`src/rtl/mem_stage.sv`:
```
// rtl/mem_stage.sv - pipeline MEM stage with handshaked data memory access and wait timeout
//
// Purpose: registers the MEM/WB outputs. Loads and stores are issued to the data
// memory as a held request and wait for dmem_ack. Every other valid instruction
// passes straight through. An access that waits too long is abandoned and sets a
// sticky error flag.
//
// Ports:
//   clk, rst_n                      clock, asynchronous active-low reset
//   check_in, alu_in, b_in, ir_in   EX/MEM register outputs
//   stall_out                       freeze request to EX/MEM
//   dmem_req/we/addr/wdata          data memory request, held for the whole access
//   dmem_rdata, dmem_ack            data memory response
//   check_out, alu_out, lmd_out,
//   ir_out                          MEM/WB register
//   err_out                         sticky access-timeout flag
module mem_stage #(
    parameter logic [5:0] LW_OP   = 6'b001000,
    parameter logic [5:0] SW_OP   = 6'b001001,
    parameter int         TIMEOUT = 255
) (
    input  logic        clk,
    input  logic        rst_n,
    input  logic        check_in,
    input  logic [31:0] alu_in,
    input  logic [31:0] b_in,
    input  logic [31:0] ir_in,
    output logic        stall_out,
    output logic        dmem_req,
    output logic        dmem_we,
    output logic [31:0] dmem_addr,
    output logic [31:0] dmem_wdata,
    input  logic [31:0] dmem_rdata,
    input  logic        dmem_ack,
    output logic        check_out,
    output logic [31:0] alu_out,
    output logic [31:0] lmd_out,
    output logic [31:0] ir_out,
    output logic        err_out
);

    localparam int             CW       = $clog2(TIMEOUT + 1);
    localparam logic [CW-1:0]  CNT_LAST = CW'(TIMEOUT - 1);

    typedef enum logic {
        IDLE   = 1'b0,
        ACCESS = 1'b1
    } state_t;

    state_t        state;
    state_t        state_nx;
    logic [CW-1:0] wait_cnt;
    logic [31:0]   ir_lat;
    logic [31:0]   alu_lat;

    logic [5:0] opcode;
    logic       is_mem;
    logic       timeout_hit;

    assign opcode = ir_in[31:26];
    assign is_mem = check_in && ((opcode == LW_OP) || (opcode == SW_OP));

    // An ack on the last allowed cycle wins over the timeout.
    assign timeout_hit = (state == ACCESS) && (wait_cnt == CNT_LAST) && !dmem_ack;

    // In IDLE the freeze depends only on the incoming instruction; in ACCESS it
    // lifts in the cycle the access finishes, so EX/MEM advances on that edge.
    always_comb begin
        stall_out = 1'b0;
        if (state == IDLE) begin
            stall_out = is_mem;
        end else begin
            stall_out = !(dmem_ack || timeout_hit);
        end
    end

    always_ff @(posedge clk or negedge rst_n) begin
        if (!rst_n) begin
            state <= IDLE;
        end else begin
            state <= state_nx;
        end
    end

    always_comb begin
        state_nx = state;
        case (state)
            IDLE:    if (is_mem) state_nx = ACCESS;
            ACCESS:  if (dmem_ack || timeout_hit) state_nx = IDLE;
            default: state_nx = IDLE;
        endcase
    end

    always_ff @(posedge clk or negedge rst_n) begin
        if (!rst_n) begin
            wait_cnt   <= '0;
            ir_lat     <= '0;
            alu_lat    <= '0;
            dmem_req   <= 1'b0;
            dmem_we    <= 1'b0;
            dmem_addr  <= '0;
            dmem_wdata <= '0;
            check_out  <= 1'b0;
            alu_out    <= '0;
            lmd_out    <= '0;
            ir_out     <= '0;
            err_out    <= 1'b0;
        end else begin
            case (state)
                IDLE: begin
                    if (is_mem) begin
                        wait_cnt   <= '0;
                        ir_lat     <= ir_in;
                        alu_lat    <= alu_in;
                        dmem_req   <= 1'b1;
                        dmem_we    <= (opcode == SW_OP);
                        dmem_addr  <= alu_in;
                        dmem_wdata <= b_in;
                        check_out  <= 1'b0;
                    end else if (check_in) begin
                        check_out <= 1'b1;
                        alu_out   <= alu_in;
                        ir_out    <= ir_in;
                    end else begin
                        check_out <= 1'b0;
                    end
                end
                ACCESS: begin
                    if (dmem_ack) begin
                        check_out <= 1'b1;
                        ir_out    <= ir_lat;
                        alu_out   <= alu_lat;
                        // dmem_we still identifies the access: low means load.
                        if (!dmem_we) lmd_out <= dmem_rdata;
                        dmem_req  <= 1'b0;
                        dmem_we   <= 1'b0;
                    end else if (timeout_hit) begin
                        dmem_req  <= 1'b0;
                        dmem_we   <= 1'b0;
                        err_out   <= 1'b1;
                        check_out <= 1'b0;
                    end else begin
                        wait_cnt  <= wait_cnt + CW'(1);
                        check_out <= 1'b0;
                    end
                end
                default: check_out <= 1'b0;
            endcase
        end
    end

endmodule

```
`config.mk`:
```
export PLATFORM = sky130hd
export DESIGN_NAME = mem_stage
export DESIGN_NICKNAME = d
export VERILOG_FILES = /design/src/rtl/mem_stage.sv
export SDC_FILE = /design/constraint.sdc
export NUM_CORES = 1
export LEC_CHECK = 0
export ABC_CLOCK_PERIOD_IN_PS = 2090
export CORE_MARGIN = 4
export CORE_UTILIZATION = 46
export CTS_CLUSTER_DIAMETER = 120
export CTS_CLUSTER_SIZE = 30
export DETAILED_ROUTE_END_ITERATION = 16
export PLACE_DENSITY = 0.81
export SLEW_MARGIN = 10
export SYNTH_ARGS = -nofsm -noshare
export SYNTH_HDL_FRONTEND = slang
export SYNTH_SLANG_ARGS = --single-unit
export TNS_END_PERCENT = 50
```
`constraint.sdc`:
```
create_clock -name clk -period 2.09 [get_ports clk]
set_input_delay 0.209 -clock clk [delete_from_list [all_inputs] [get_ports clk]]
set_output_delay 0.209 -clock clk [all_outputs]
set_load 0.01 [all_outputs]
```
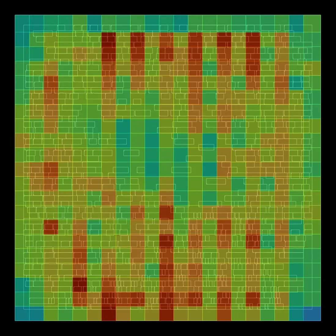
**Above:** run 1 (routing congestion).
GRT met2 Usage: 34.64%
final design utilization: 66.33%
met1 track utilization from global routing: 25.21%

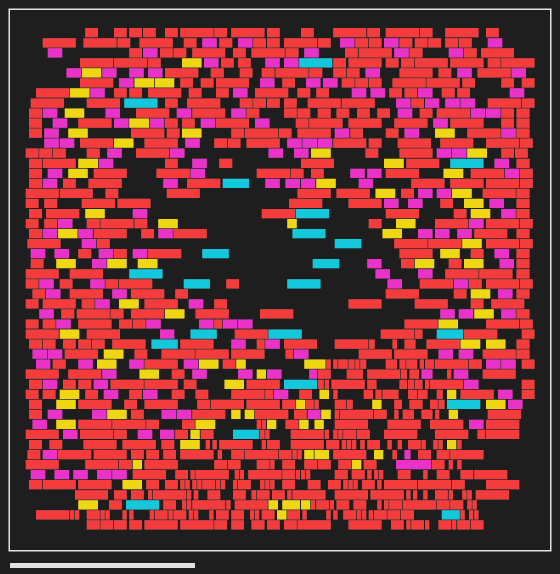
**Above:** run 1 (cells by drive strength).
The bar under the picture is 50 um long.
[red] drive 1 or less | cells: 647
[yellow] drive 3 to 4 | cells: 82
[cyan] drive 6 and up | cells: 21
[magenta] drive 2 | cells: 168

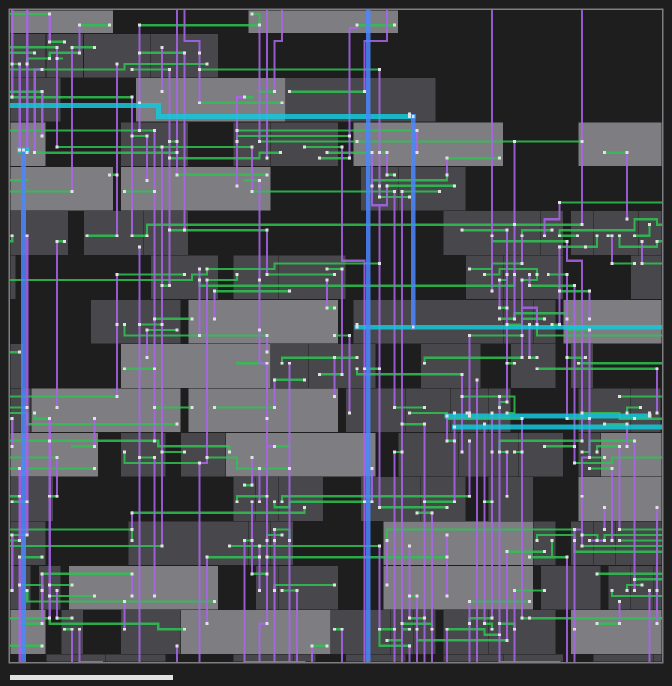
**Above:** run 1 (a small window of the routed layout).
The bar under the picture is 10 um long. Region (53, 24) to (93, 64) um. Cells in grey, sequential cells in the stronger grey; small squares are vias.
[blue] met4
[purple] met2
[cyan] met3
[green] met1
cells with their middle in the window: 92
sequential cells in the window: 20
most frequent: dfrtp_1 (20), nand2_1 (18)
netlist names of flops here include: dmem_wdata (7), ir_lat (5), ir_out (4)

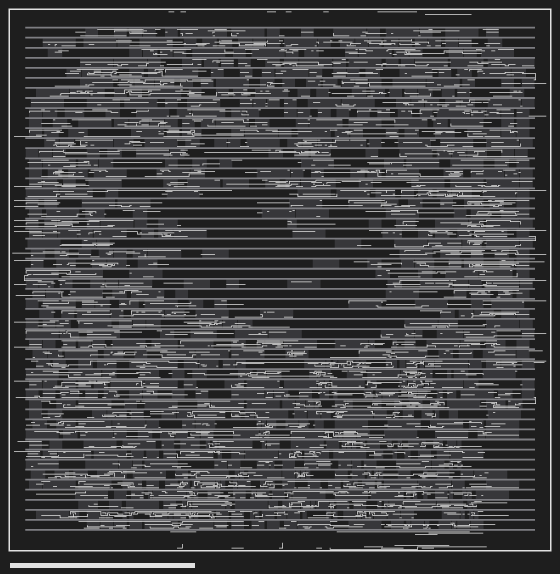
**Above:** run 1 (the metal 1 layer).
The bar under the picture is 50 um long. Supply wires on this layer in grey.
nets with wire on the layer: 942
main direction: horizontal
longest straight run: 47.8 um
share of all routed wire: 41%
wire length on this layer: 8920 um
WL final: 21570 um
detailed-route via count: 5742

==> flow_summary.json, run 1 <==
{
  "final_hold_viol_count": 0,
  "initial_core_util_pct": 46.83,
  "ir_drop_v": 0.0004854,
  "grt_pass1_wl_um": 34930,
  "critPathMaxStageDelay_ns": 0.55,
  "antennaDiodeCount": 0,
  "floorplan.tapcells": 234,
  "worst_hold_path.endpoint": "dmem_wdata[27]$_DFFE_PN0P_",
  "min_from": "b_in[27]",
  "postPlaceCellArea_um2": 12150,
  "placement.setup.worst_slack_ns": -0.3597,
  "register_area_um2": 5131,
  "worst-setup-path-type": "in2out",
  "fin_ws_ns": 0.05789,
  "ys_sh_aoi_pct": 1.367,
  "ys_sh_adder_pct": 0.2847,
  "seq_share_pct": 41.22,
  "clock-sinks": 205,
  "netlist_logic_family_top": "multiplexers",
  "num-nonclk-inverters": 3,
  "simple_gate_area_share_pct": 6.121,
  "layout_worst_path_cycle_share_pct": 97.23,
  "rr_endpoint": "lmd_out[26]$_DFFE_PN0P_",
  "power.share.combinational_pct": 28.0,
  "timing.reg2reg.setup_slack_ns": 0.23,
  "power_leakage_nw": 5.683,
  "ys_sh_mux_pct": 30.45,
  "repair_and_plain_buffers": 328,
  "hold_depth": 3,
  "crit_path_capture_type": "output pin",
  "critical_path_depth": 5,
  "final.min_clock_period_ns": 2.032,
  "yosys-stat-cells": 611,
  "worst_path_fanout_max": 3,
  "r2r-start": "state$_DFF_PN0_",
  "syn-cell-area_um2": 8790,
  "bufAreaShareNonClock_pct": 26.64,
  "antenna_violating_nets_post_route": 0,
  "num-fill-cells": 1392,
  "tritoncts_clock_tree": "built",
  "antenna_found_initial": 0,
  "post_drt_wl_per_cell_um": 18.72,
  "drt-initial-drc-count": 201,
  "comb.multi_input.count": 369,
  "post_synth_num_cell_types": 36,
  "netSwitchingFraction_pct": 26.05,
  "cts_repair_resize_count": 4,
  "place_inst": 1138,
  "netSwitchingPower_mw": 2.606,
  "hpwl_um": 15830,
  "drv_cap": 0,
  "crit_path_cell_trace": "clkdlybuf4s50_1, or4b_4, or3_4, nand2_1, buf_2",
  "yosys-top-cells-count": "205 x sky130_fd_sc_hd__dfrtp_1, 163 x sky130_fd_sc_hd__mux2_2, 100 x sky130_fd_sc_hd__nand2_1",
  "cp-start-kind": "input port",
  "yosysMostFrequentCell": "sky130_fd_sc_hd__dfrtp_1",
  "post-route-drc-count": 0,
  "gr-max-usage-layer": "met2",
  "synth_top_area_share_pct": 58.36,
  "netlist_top_cells_area": "sky130_fd_sc_hd__dfrtp_1 58%, sky130_fd_sc_hd__mux2_2 21%, sky130_fd_sc_hd__mux2_4 9.6%",
  "holdBufCountCts": 1,
  "worst_reg_to_reg_cells": 5,
  "setup-violations-final": 0,
  "power.largest_group": "registers",
  "cp_max_delay_cell": "sky130_fd_sc_hd__or4b_4",
  "wl_met1_um": 8919,
  "clkTransAtPathRegs_ns": 0.12,
  "achievable-frequency_mhz": 492.1,
  "timing.critical_path.arrival_ns": 1.82,
  "p_int_mw": 7.397,
  "final_common_cell": "sky130_fd_sc_hd__clkdlybuf4s50_1",
  "cts-htree-levels": 1,
  "postSynthNetCount": 745,
  "yosys.area.top_type": "sky130_fd_sc_hd__dfrtp_1",
  "grt_max_degree": 57,
  "met2WireLength_um": 10800,
  "ff_type": "sky130_fd_sc_hd__dfrtp_1",
  "status": "completed",
  "average_instance_area_after_synthesis_um2": 14.39,
  "synthCells": 611,
  "enable_flop_cells": 0,
  "share_clk_of_total_power_pct": 22.0
}
**Run 1: metal 2**

The bar under the picture is 50 um long.
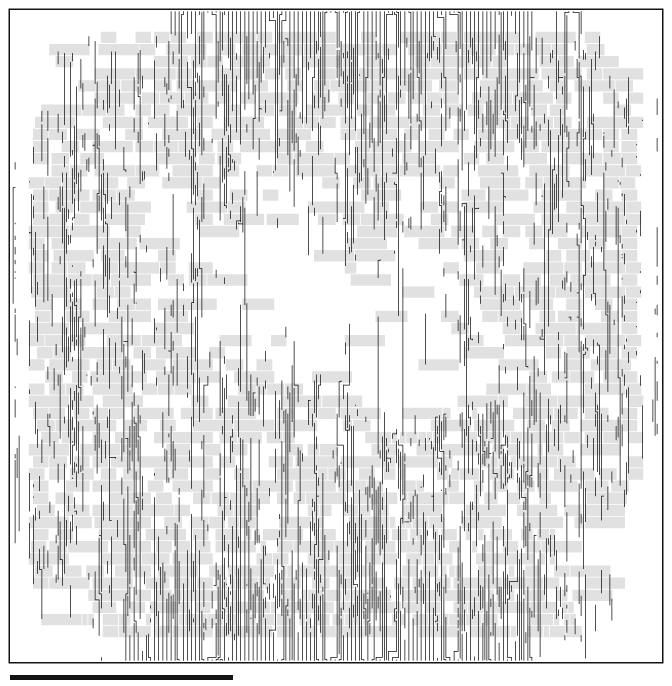

==> run 1 -> run 2 <==
Settings changed: CORE_ASPECT_RATIO set to 1.2, SETUP_SLACK_MARGIN set to 0.05.
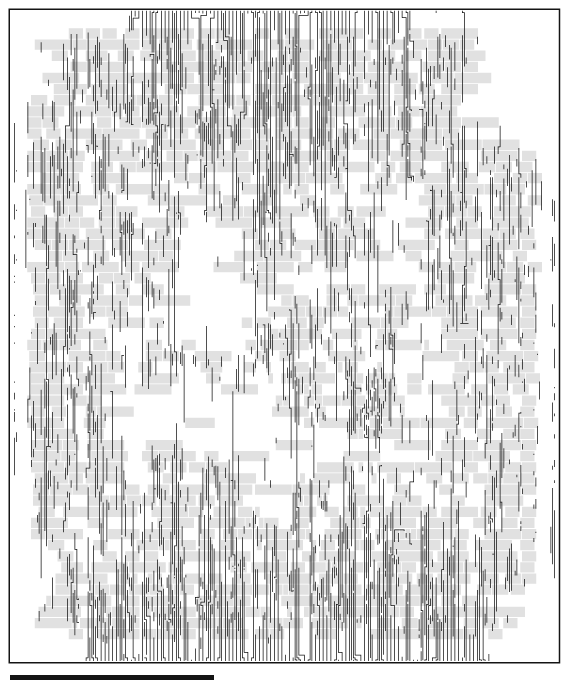
**Above:** run 2 (metal 2).
The bar under the picture is 50 um long.
nets with wire on the layer: 950
longest straight run: 55.4 um
detailed-route via count: 5806
WL final: 21640 um
GRT met2 Usage: 34.45%

==> run 2 against run 1 <==
  * Clock power about the same
  * Core utilization down 0.33 points
  * Clock-buffer cell count unchanged
  * Routed wire length up 0.34%
  * Global-route usage down 0.34 points
  * Register-to-register slack worse by 0.04 ns
  * Synthesized cell count unchanged
  * Sequential cell count unchanged
  * Largest cell class unchanged
==> flow_summary.json, run 2 <==
{
  "status": "completed",
  "min_from": "b_in[9]",
  "power.share.combinational_pct": 28.1,
  "grt_pass1_wl_um": 34140,
  "antennaDiodeCount": 1,
  "drv_cap": 0,
  "ys_sh_mux_pct": 30.45,
  "netlist_logic_family_top": "multiplexers",
  "worst-setup-path-type": "in2reg",
  "clkTransAtPathRegs_ns": 0.12,
  "drt-initial-drc-count": 221,
  "yosys-top-cells-count": "205 x sky130_fd_sc_hd__dfrtp_1, 163 x sky130_fd_sc_hd__mux2_2, 100 x sky130_fd_sc_hd__nand2_1",
  "fin_util_pct": 66.00,
  "register_area_um2": 5134,
  "rr_endpoint": "ir_lat[16]$_DFFE_PN0P_",
  "ys_sh_adder_pct": 0.2847,
  "final_hold_viol_count": 0,
  "tritoncts_clock_tree": "built",
  "holdBufCountCts": 1,
  "postPlaceCellArea_um2": 12140,
  "cts-htree-levels": 1,
  "setup-violations-final": 0,
  "repair_and_plain_buffers": 325,
  "clock-sinks": 205,
  "synthCells": 611,
  "enable_flop_cells": 0,
  "floorplan.tapcells": 256,
  "comb.multi_input.count": 369,
  "share_clk_of_total_power_pct": 21.8,
  "critical_path_depth": 5,
  "yosys.area.top_type": "sky130_fd_sc_hd__dfrtp_1",
  "fin_ws_ns": 0.02922,
  "layout_worst_path_cycle_share_pct": 98.60,
  "wl_met1_um": 8788,
  "place_inst": 1157,
  "seq_share_pct": 41.25,
  "antenna_violating_nets_post_route": 0,
  "power.largest_group": "registers",
  "postSynthNetCount": 745,
  "syn-cell-area_um2": 8790,
  "placement.setup.worst_slack_ns": -0.4291,
  "bufAreaShareNonClock_pct": 26.32
}
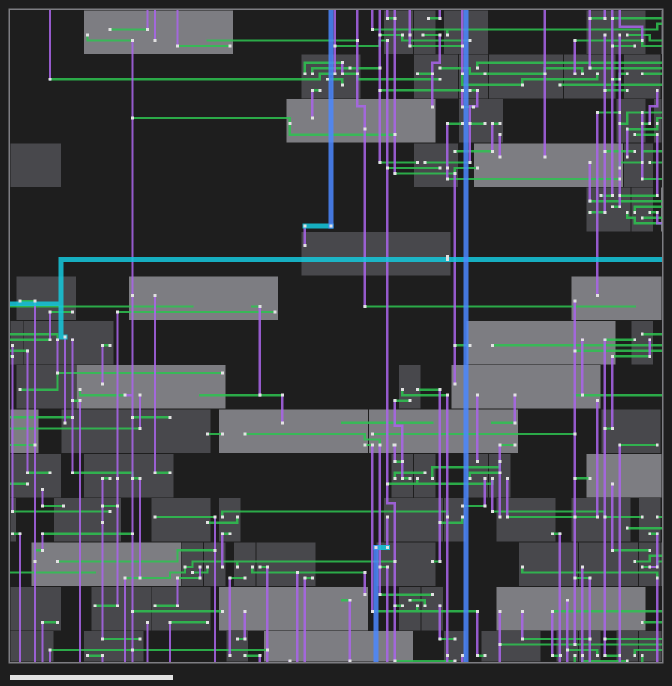
**Above:** run 2 (a small window of the routed layout).
The bar under the picture is 10 um long. Region (47, 28) to (87, 68) um. Cells in grey, sequential cells in the stronger grey; small squares are vias.
[cyan] met3
[blue] met4
[purple] met2
[green] met1
cells with their middle in the window: 75
most frequent: nand2_1 (20), clkdlybuf4s50_1 (17), dfrtp_1 (15)
sequential cells in the window: 15
netlist names of flops here include: dmem_wdata (9), wait_cnt (3), dmem_addr (2)

**Run 2: cells by drive strength**

The bar under the picture is 50 um long.
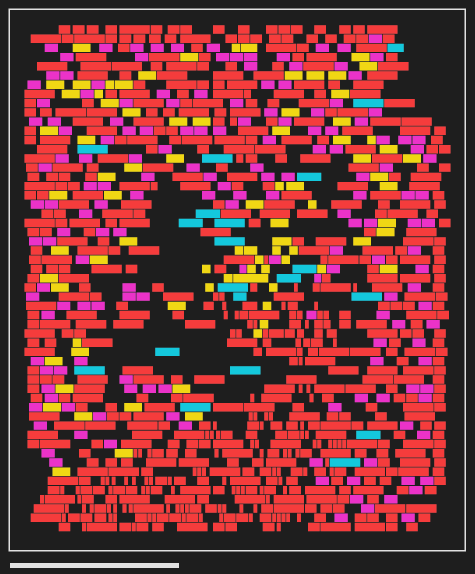

==> run 2 -> run 3 <==
Settings changed: CTS_CLUSTER_SIZE 30 to unset.
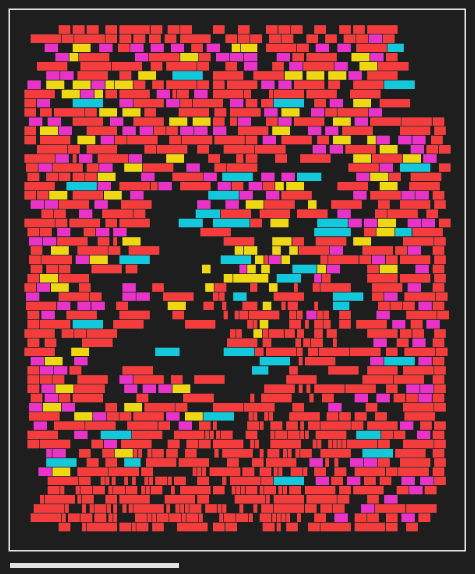
**Above:** run 3 (cells by drive strength).
The bar under the picture is 50 um long.
[red] drive 1 or less | cells: 650
[yellow] drive 3 to 4 | cells: 82
[magenta] drive 2 | cells: 168
[cyan] drive 6 and up | cells: 36
Repair and plain buffers: 325
final worst slack: 0.02624 ns
area grow syn2layout: 45.96%
Non-Filler Cell Area, Final: 12830 um^2

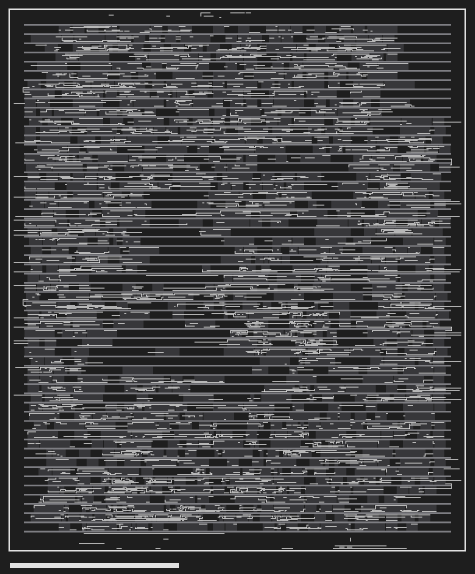
**Above:** run 3 (the metal 1 layer).
The bar under the picture is 50 um long. Supply wires on this layer in grey.
detailed-route via count: 5880
met1 track utilization from global routing: 24.57%
WL final: 22080 um

==> run 3 against run 2 <==
  * Synthesized area stayed put
  * Non-clock buffer count stayed put
  * Critical path depth stayed put
  * Clock power is 69% higher
  * Cell area is 3.1% higher
  * Largest cell class unchanged
  * Largest power group unchanged
==> flow_summary.json, run 3 <==
{
  "antenna_found_initial": 1,
  "drv_cap": 0,
  "ys_sh_aoi_pct": 1.367,
  "num-fill-cells": 1409,
  "achievable-frequency_mhz": 484.6,
  "min_from": "b_in[2]",
  "yosys-stat-cells": 611,
  "holdBufCountCts": 1,
  "critPathMaxStageDelay_ns": 0.59,
  "hold_depth": 3,
  "antenna_violating_nets_post_route": 0,
  "initial_core_util_pct": 46.62,
  "postSynthNetCount": 745,
  "met2_usage_pct": 35.27,
  "place_inst": 1157,
  "fin_util_pct": 68.04,
  "synth_top_area_share_pct": 58.36,
  "post_synth_num_cell_types": 36,
  "r2r-start": "state$_DFF_PN0_",
  "netlist_top_cells_area": "sky130_fd_sc_hd__dfrtp_1 58%, sky130_fd_sc_hd__mux2_2 21%, sky130_fd_sc_hd__mux2_4 9.6%",
  "power_leakage_nw": 5.844,
  "ff_type": "sky130_fd_sc_hd__dfrtp_1",
  "worst_path_fanout_max": 55,
  "antennaDiodeCount": 1,
  "gr-max-usage-layer": "met2",
  "met2WireLength_um": 11230,
  "yosys-top-cells-count": "205 x sky130_fd_sc_hd__dfrtp_1, 163 x sky130_fd_sc_hd__mux2_2, 100 x sky130_fd_sc_hd__nand2_1",
  "power.largest_group": "registers",
  "simple_gate_area_share_pct": 6.121,
  "placement.setup.worst_slack_ns": -0.4291,
  "ys_sh_mux_pct": 30.45,
  "average_instance_area_after_synthesis_um2": 14.39,
  "clock-sinks": 205,
  "yosys.area.top_type": "sky130_fd_sc_hd__dfrtp_1",
  "critical_path_depth": 5,
  "share_clk_of_total_power_pct": 32.1,
  "postPlaceCellArea_um2": 12140,
  "hpwl_um": 15780,
  "seq_share_pct": 40.01,
  "worst_reg_to_reg_cells": 4,
  "clkTransAtPathRegs_ns": 0.06,
  "post_drt_wl_per_cell_um": 18.51,
  "worst_hold_path.endpoint": "dmem_wdata[2]$_DFFE_PN0P_",
  "grt_pass1_wl_um": 34850,
  "comb.multi_input.count": 369,
  "netSwitchingPower_mw": 2.857,
  "bufAreaShareNonClock_pct": 25.53,
  "crit_path_cell_trace": "clkdlybuf4s50_1, or4b_4, or3_4, buf_4, mux2_4",
  "rr_endpoint": "dmem_addr[21]$_DFFE_PN0P_",
  "status": "completed",
  "synthCells": 611,
  "power.share.combinational_pct": 24.4,
  "final_common_cell": "sky130_fd_sc_hd__clkdlybuf4s50_1",
  "floorplan.tapcells": 256,
  "enable_flop_cells": 0,
  "cp-start-kind": "input port",
  "syn-cell-area_um2": 8790,
  "timing.critical_path.arrival_ns": 2.42,
  "worst-setup-path-type": "in2reg",
  "cts-htree-levels": 1,
  "crit_path_capture_type": "flip-flop",
  "setup-violations-final": 0,
  "wl_met1_um": 8805,
  "ir_drop_v": 0.0006065,
  "register_area_um2": 5134,
  "ys_sh_adder_pct": 0.2847,
  "cp_max_delay_cell": "sky130_fd_sc_hd__or4b_4",
  "post-route-drc-count": 0,
  "yosysMostFrequentCell": "sky130_fd_sc_hd__dfrtp_1",
  "final.min_clock_period_ns": 2.064,
  "grt_max_degree": 68,
  "final_hold_viol_count": 0,
  "cts_repair_resize_count": 7
}
No activity file was given, so power comes from the tool's default toggle rates.
